`config.mk`:
```
export PLATFORM = sky130hd
export DESIGN_NAME = pipeline_join
export DESIGN_NICKNAME = d
export VERILOG_FILES = /design/src/rtl/pipeline_join.sv
export SDC_FILE = /design/constraint.sdc
export NUM_CORES = 1
export LEC_CHECK = 0
export ABC_AREA = 1
export CELL_PAD_IN_SITES_DETAIL_PLACEMENT = 1
export CELL_PAD_IN_SITES_GLOBAL_PLACEMENT = 1
export CORE_UTILIZATION = 41
export CTS_CLUSTER_DIAMETER = 30
export DETAILED_ROUTE_END_ITERATION = 16
export PLACE_DENSITY_LB_ADDON = 0.1
export SLEW_MARGIN = 20
export SYNTH_ARGS = -nofsm -noshare
export SYNTH_HDL_FRONTEND = slang
export SYNTH_SLANG_ARGS = --single-unit
```
`constraint.sdc`:
```
create_clock -name clk -period 3.04 [get_ports clk]
set_input_delay 0.456 -clock clk [delete_from_list [all_inputs] [get_ports clk]]
set_output_delay 0.456 -clock clk [all_outputs]
set_load 0.02 [all_outputs]
```
`src/rtl/pipeline_join.sv`:
```
// N-channel join: each channel buffers into its own FIFO, and one joined beat
// pops the head of every FIFO at once when all of them hold data.
module pipeline_join #(
  parameter int N     = 2,
  parameter int W     = 32,
  parameter int DEPTH = 2,
  localparam int LW   = $clog2(DEPTH + 1)
) (
  input  logic                clk,
  input  logic                rst,
  input  logic [N-1:0]        i_valid,
  output logic [N-1:0]        i_ready,
  input  logic [N-1:0][W-1:0] i_data,
  output logic                o_valid,
  input  logic                o_ready,
  output logic [N*W-1:0]      o_data,
  output logic [N-1:0][LW-1:0] o_level
);

  localparam int PW = $clog2(DEPTH);

  logic [N-1:0] nonempty_s;
  logic         pop_s;

  // Join handshake depends only on occupancy registers, never on o_ready or i_valid.
  always_comb begin
    o_valid = &nonempty_s;
    pop_s   = o_valid & o_ready;
  end

  for (genvar g = 0; g < N; g++) begin : g_chan
    logic [W-1:0]  mem_r [DEPTH];
    logic [PW-1:0] wr_ptr_r;
    logic [PW-1:0] rd_ptr_r;
    logic [LW-1:0] count_r;
    logic          push_s;

    assign i_ready[g]         = (count_r < LW'(DEPTH));
    assign nonempty_s[g]      = (count_r != {LW{1'b0}});
    assign push_s             = i_valid[g] & i_ready[g];
    assign o_level[g]         = count_r;
    assign o_data[g*W +: W]   = mem_r[rd_ptr_r];

    // Storage array carries no reset; only pointers and occupancy are cleared.
    always_ff @(posedge clk) begin
      if (push_s) begin
        mem_r[wr_ptr_r] <= i_data[g];
      end
    end

    // Pointers wrap naturally since DEPTH is a power of two.
    always_ff @(posedge clk) begin
      if (rst) begin
        wr_ptr_r <= {PW{1'b0}};
        rd_ptr_r <= {PW{1'b0}};
        count_r  <= {LW{1'b0}};
      end else begin
        if (push_s) begin
          wr_ptr_r <= wr_ptr_r + PW'(1);
        end
        if (pop_s) begin
          rd_ptr_r <= rd_ptr_r + PW'(1);
        end
        case ({push_s, pop_s})
          2'b10:   count_r <= count_r + LW'(1);
          2'b01:   count_r <= count_r - LW'(1);
          default: count_r <= count_r;
        endcase
      end
    end
  end

endmodule

```
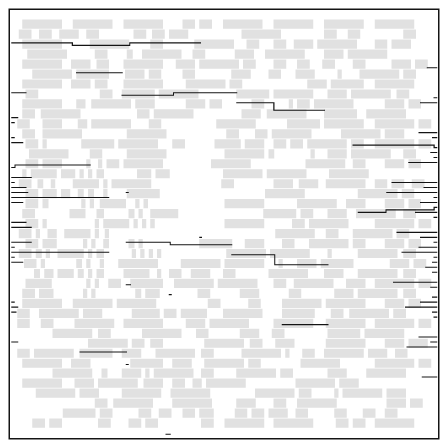
Figure 1: the metal 3 layer.
wire length on this layer: 530 um
nets with wire on the layer: 63
DRT Wirelength: 10,230 um
GR Layer Usage met3: 5.760%
vias after detailed routing: 2,821

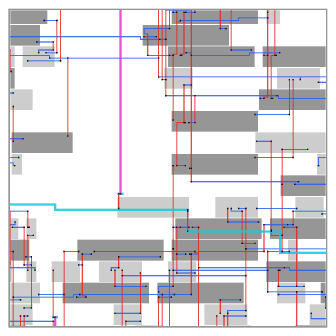
Figure 2: close-up of the layout.
Region (38, 38) to (78, 78) um. Cells in gray, sequential cells in the stronger gray; small squares are vias.
| color | layer |
|---|---|
| red | M2 |
| blue | M1 |
| magenta | M4 |
| cyan | M3 |
sequential cells in the window: 16
cells with their middle in the window: 37
netlist names of flops here include: g_chan.mem_r (15)
most frequent: edfxtp_1 (15), clkdlybuf4s50_1 (7), mux2_4 (4)

==> run_results.csv <==
group,metric,value,unit
synth,ys_types,16,
clocking,cts_resized,0,
power_and_ir_drop,p_int,0.003860,W
power_and_ir_drop,comb_cell_power,0.000948,W
critical_path,critPathArrivalTime,2.17,ns
global_route,antenna_found_initial,0,
final_timing,finalHoldViolCount,0,
power_and_ir_drop,leakagePower,2.713,nW
final_layout,lay_top_count,"clkdlybuf4s50_1",
critical_path,criticalPathCategory,"flip-flop to primary output",
critical_path,crit_family,"buffers and inverters",
global_route,grt_pass1_vias,2984,
drt,routedWlPerCell,16.72,um
outcome,status,"completed",
final_layout,final_cell_mix,"clkdlybuf4s50_1, edfxtp_1, mux2_4",
final_layout,nets,498,
place,place_congestion,0.6883,
final_timing,setup_slack,0.4152,ns
synth,common_cells,"edfxtp_1, mux2_4, inv_1, nand2_1, nor2_1",
power_and_ir_drop,power_frac_seq,46.0,%
synth,ys_area,5399,um^2
power_and_ir_drop,power_frac_clock,35.3,%
global_route,overflow,0,
clocking,cts.sinks,138,
critical_path,r2r_start,"g_chan[0].count_r[1]",
clocking,cts_buffer_depth,2,
clocking,numCtsBuffers,17,
final_layout,final_area,7490,um^2
critical_path,cp_max_fo,19,
final_timing,worst_slew_pin_slew,0.4726,ns
synth,async_flop_share,0,%
clocking,postCtsHoldBufs,0,
final_timing,layout_min_cycle_time,2.625,ns
min_path,hold_path_class,"flip-flop to flip-flop",
drt,route.detailed.drc,0,
critical_path,critPathMaxStageDelay,0.62,ns
power_and_ir_drop,p_total,0.005067,W
synth,ys.flops,138,
power_and_ir_drop,switchingPower,0.001207,W
synth,area_leaders,"edfxtp_1, mux2_4, dfxtp_1",
critical_path,worstSetupPathDepth,3,
critical_path,crit_path_end_kind,"primary output",
power_and_ir_drop,powerDensity,676.5,nW/um^2
drt,antenna_left,0,
min_path,whs_path_depth,4,
synth,postSynthSeqShare,74.90,%
final_layout,regMostFlops,"g_chan.mem_r",
critical_path,crit_buf_inv,2,
final_timing,fmax,381.0,MHz
critical_path,r2r_cells,4,
floorplanning,fp_util,42.44,%
synth,ys_warn_count,0,
synth,ys_cells,270,
final_layout,syn2layout_area_growth,38.73,%
drt,vias_per_cell,4.609,
place,port-buffer-count,139,
global_route,grt_pass1_wl,15330,um
place,dp_hpwl,6887,um
clocking,cts-root-buf,"clkbuf_16",
final_timing,finalCritPeriodShare,86.34,%
drt,drt_iter0_markers,104,
synth,synth-main-ff-cell,"edfxtp_1",
synth,top_area_share,71.19,%
critical_path,crit_path_start_kind,"flip-flop",
synth,syn_area,5399,um^2
floorplanning,die_h,116.8,um
final_layout,drive_gt1_share,22.73,%
power_and_ir_drop,p_seq,0.00233,W
synth,synth.avg_cell_area,20.00,um^2
floorplanning,core,12720,um^2
synth,fp_nets,341,
critical_path,required,2.58,ns
floorplanning,die_area,13630,um^2
synth,synth-edff-count,128,
min_path,hold_path.startpoint,"g_chan[0].rd_ptr_r",
clocking,postCtsSetupBuffers,0,
final_timing,setup_tns,0,ns
global_route,grt_max_degree,33,
clocking,cts_tree,"yes",
floorplanning,die_w,116.8,um
final_timing,slew_viol_final,0,
synth,netlist_instances,270,
power_and_ir_drop,maxPowerGroup,"sequential cells",
power_and_ir_drop,p_clk,0.00179,W
floorplanning,rows,41,
final_layout,final_util,58.87,%
critical_path,reg2reg_slack,1.42,ns
run,cap_viol_max_count,0,
synth,largest_area_cell,"edfxtp_1",
clocking,cts_htree_levels,4,
final_layout,largest_register_ffs,128,
drt,first_pass_iters,4,
final_timing,slew_headroom,68.49,%
power_and_ir_drop,ir_drop,0.3569,mV
global_route,grt_use_total,15.90,%
place,pre_cts_ws,0.8007,ns
clocking,clk_pin_slew,0.05,ns
place,dp.cells,580,
power_and_ir_drop,netSwitchingFraction,23.82,%
final_timing,setup_violations,0,
synth,top_cell,"edfxtp_1",
final_layout,instances_no_fill,612,
final_timing,rsz0062_at_grt,"false",
critical_path,worst_path_max_delay_cell,"dfxtp_2",
floorplanning,io_pins,140,
final_layout,top_regs,"g_chan.mem_r: 128 flops, g_chan.count_r: 4 flops",
final_timing,whs,0.5462,ns
critical_path,worstReg2RegEnd,"g_chan[0].mem_r[1][26]",
run,warnings,26,
place,placed_area,6973,um^2
power_and_ir_drop,combPwrFrac,18.7,%
critical_path,cp-endpoint,"o_data[9]",
final_layout,nFillCells,1175,
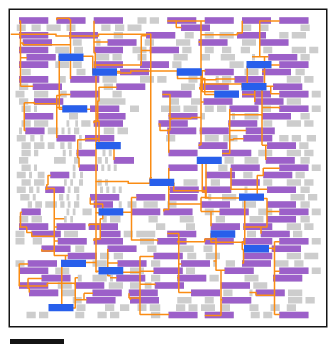
Figure 3: clock distribution.
Bar = 20 um.
[blue] clock-net drivers | count: 17
[orange] clock wires | length: 1,600 um
[purple] flip-flops | count: 138
routed clock nets: 18
flops lie: spread over the die
Clock Skew: 0.005423 ns
worst skew pair latency: 0.41 ns

==> cells by family (layout without fill, tap and decap cells) <==
group	count (synthesis)	in the layout	share of synthesized area (%)
buf+inv	25	195	3.824
fa+ha+maj	2	2	0.4634
compound gates	8	8	0.7879
simple gates	33	33	2.503
mux	64	64	17.52
flops	138	138	74.90
==> per-layer routing <==
metal,part of all wire (%),GRT usage [%]
met5,0,0
met4,1.6,6.835
met3,5.2,5.760
met2,53,27.53
met1,40,17.63
==> layout make-up <==
type / instances / area (um^2) / area share, %
clock buffers: 18 / 429.2 / 5.730
clock inverters: 14 / 87.58 / 1.169
inverters: 17 / 63.81 / 0.8520
multi-input cells: 107 / 1179 / 15.74
flip-flops and latches: 138 / 4046 / 54.03
well taps: 172 / 215.2 / 2.873
repair buffers: 146 / 1469 / 19.61
Power is estimated from default activity; no workload was simulated.
